**Run 1: signal wires by layer**

Two of the layers only.
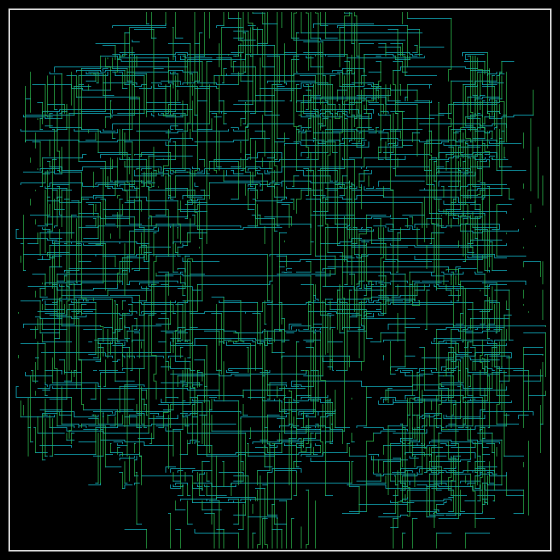
**Run 1: pin placement**

Pins as bars across the die edge, other pins in grey.
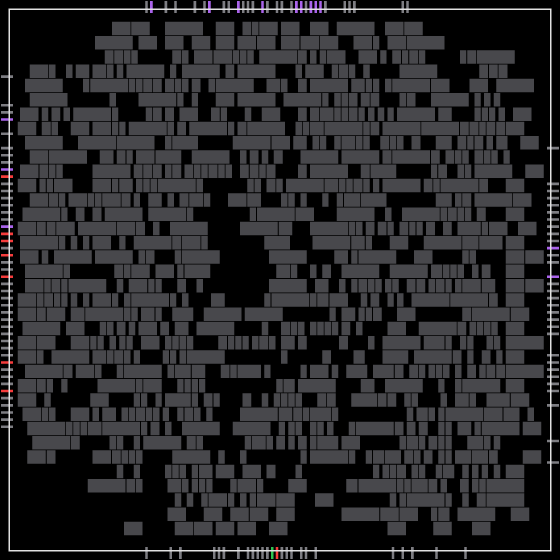
**Run 1: logic cells by family**

The bar under the picture is 20 microns long.
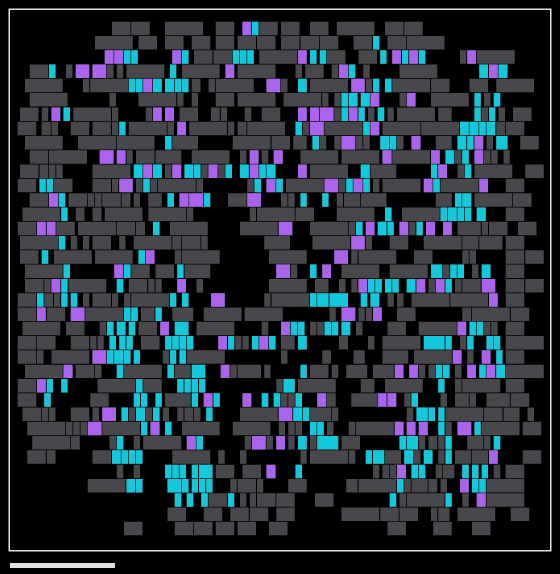
**Run 1: clock routing**

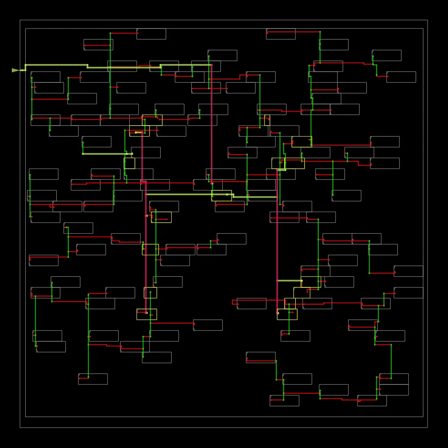
==> config.mk <==
export PLATFORM = sky130hd
export DESIGN_NAME = ppu_mem_loader
export DESIGN_NICKNAME = d
export VERILOG_FILES = /design/src/rtl/ppu_loader_pkg.sv /design/src/rtl/ppu_mem_loader.sv
export SDC_FILE = /design/constraint.sdc
export NUM_CORES = 1
export LEC_CHECK = 0
export ABC_AREA = 1
export CAP_MARGIN = 30
export CORE_UTILIZATION = 50
export DETAILED_ROUTE_END_ITERATION = 12
export PLACE_DENSITY = 0.86
export RECOVER_POWER = 100
export REMOVE_ABC_BUFFERS = 1
export SYNTH_ARGS = -nofsm -noshare
export SYNTH_HDL_FRONTEND = slang
export SYNTH_SLANG_ARGS = --single-unit
==> constraint.sdc <==
create_clock -name clk -period 3.4 [get_ports clk]
set_input_delay 1.02 -clock clk [delete_from_list [all_inputs] [get_ports clk]]
set_output_delay 1.02 -clock clk [all_outputs]
set_load 0.005 [all_outputs]
==> deck_impl_summary.md <==
Key Metrics from the Run

Logic synthesis
  – Leading area contributor after synthesis: dfxtp_1
  – Top-area cell share: a little over two fifths
  – Synth unique cells: 35
  – Adder Share, Synth: less than 1%
  – Sequential share of the synthesized area: between 40% and 50%
  – XOR/XNOR Fraction of Synth Area: between 1.5 and 2%
  – Ys Warns: 0
  – Ys async rst share: 0%
  – Mapped Cells: between 700 and 800
  – Commonest flop: dfxtp_1
  – Post-synthesis instance area: approximately 5100 sq um
  – Main area contributors after synthesis: dfxtp_1, nand2_1, nor2_1

Clock network
  – Setup bufs post-CTS: 0
  – CTS-repair resized insts: 0
  – Clock Pin Slew Worst Setup and Hold Paths: 0.11 ns
  – CTS Hold Bufs: 0
  – Htree depth: 3
  – Worst-case clock buffer depth: 2
  – Clk root buf: clkbuf_8

Route
  – First DRT Iteration DRCs: around 200
  – Highest metal used: met4
  – Avg WL per Cell: between 10 and 15 microns
  – Wl on met1: about 5800 microns
  – Vias/cell: 5.131

Die
  – Core footprint: 9819 sq um
  – Die ar.: around 11000 sq um
  – Site Rows: 36
  – Num ports: around 130
  – Initial Util: between 50% and 60%

GRT
  – Initial antenna violation count: 0
  – Largest net degree at the start of global routing: approximately 70
  – Number of global-route vias before repair: approximately 4800
  – First-pass GRT wire length: 21720 microns

Final timing
  – Max Clock Freq: between 300 and 400 MHz
  – Rel. slew slack: under 10%
  – Slew Limit Fails: 0
  – Fin crit share: approximately 84%
  – Final hold vios: 0
  – Setup TNS Final: 0 ns
  – Setup slack after layout: between 0.5 and 0.6 ns
  – Final setup fails: 0
  – Post-layout min period: 2.854 ns

Run
  – MaxCap Viol Count: 0
  – Log Warnings: 26

Placed design
  – HPWL after DPL: roughly 9600 microns
  – Placer congestion estimate: 0.8226
  – DP Cell Count: approximately 960

Hold path
  – Hold crit path type: flip-flop to flip-flop

Run status
  – Status: complete, no violations

Worst setup path
  – Max incr delay on CP: around 0.58 ns
  – Crit path kind: flip-flop to output pin
  – Slowest-stage cell, CP: dlygate4sd3_1
  – Worst Reg-to-Reg Cells: 9

Cells and area
  – Area grow syn2layout: 29.69%
  – Fraction of layout cells with a size suffix above 1: about 5.1%
  – Number of diodes: 0

Power and ir drop
  – Pwr top: registers
  – Leakage power: 2.786 nW
  – Power in combinational cells: a little over 0.9 mW
  – Power Sequential: 1.46 mW
  – Net Switching: between 1 and 1.5 mW
  – Power Density: approximately 480 nW/um^2
  – Clock share of power: about a quarter
  – Logic pwr share: slightly below 30%
  – Peak VDD IR: between 0.3 and 0.4 mV
About 'signal wires by layer':
| colour | layer | wire length |
|---|---|---|
| green | met2 | 6270 microns |
| cyan | met1 | 5830 microns |
final WL: 13320 microns
GRT Resource Usage Total: 26.03%
DR vias: 5028

About 'pin placement':
| colour | port | pins | direction | edge |
|---|---|---|---|---|
| green | busy | 1 | output | bottom |
| purple | vram_addr | 14 | output | 9 top, 3 left, 2 right |
| red | oam_wdata | 8 | output | 7 left, 1 bottom |
all pins by edge: 45 left, 31 right, 30 top, 25 bottom
Die Width: 102.8 microns
die height: 102.8 microns
I/O Buffers: 130

About 'logic cells by family':
| colour | family | cells | where |
|---|---|---|---|
| purple | inverting AOI/OAI gates | 115 | all over the die |
| cyan | NAND gates | 244 | all over the die |
top logic cell by instance count in the layout: nand2_1
Post-Layout Cell Count: 980
logic share of the area: 36.66%

About 'clock routing':
clkbuf count: 10
CTS Sinks: 109
Latency at later pin: 0.37 ns
Clk. pwr: 0.752 mW
clk_skew: 0.02292 ns

run 1: per-layer routing:
| layer | track usage (%) | up-vias |
|---|---|---|
| met1 | 31.80 | 2307 |
| met3 | 6.780 | 18 |
| li1 | - | 2553 |
| met4 | 8.234 | 0 |
| met5 | 0 | - |
| met2 | 44.82 | 150 |
run 1: layout make-up:
cell class	count	area, sq um
clock buffer	10	127.6
timing repair buffer	139	1366
sequential	109	2182
tap	133	166.4
multi-input combinational	511	2415
inverter	72	274.0
fill	863	3233
clock inverter	6	55.05
run 1: synthesized netlist by cell type (all sizes together), types with 6 or more instances:
cell / number
nand2: 197
nor2: 113
dfxtp: 109
inv: 71
a21oi: 66
nand3: 39
a211oi: 23
o21ai: 23
nor3: 22
buf: 19
clkbuf: 17
xor2: 6
run 1: placed cells by master (no fill, tap or decap), types with 3 or more instances in the layout:
| cell | netlist | routed |
|---|---|---|
| nand3b_1 | 4 | 4 |
| xor2_1 | 6 | 6 |
| nand4_1 | 4 | 4 |
| dfxtp_1 | 109 | 109 |
| nor3_2 | 3 | 4 |
| a211oi_1 | 22 | 23 |
| inv_1 | 64 | 66 |
| buf_4 | 5 | 5 |
| nand2_2 | 3 | 3 |
| clkdlybuf4s50_1 | 0 | 42 |
| ha_1 | 4 | 4 |
| nand3_1 | 38 | 38 |
| nor3_1 | 18 | 18 |
| o21ai_0 | 21 | 22 |
| clkbuf_8 | 0 | 9 |
| nand2_1 | 192 | 192 |
| nor2_1 | 109 | 109 |
| a21oi_1 | 66 | 66 |
| xnor2_1 | 3 | 3 |
| dlygate4sd3_1 | 0 | 87 |
| clkbuf_1 | 17 | 3 |
| inv_2 | 6 | 4 |
Power and IR drop assume default switching activity.
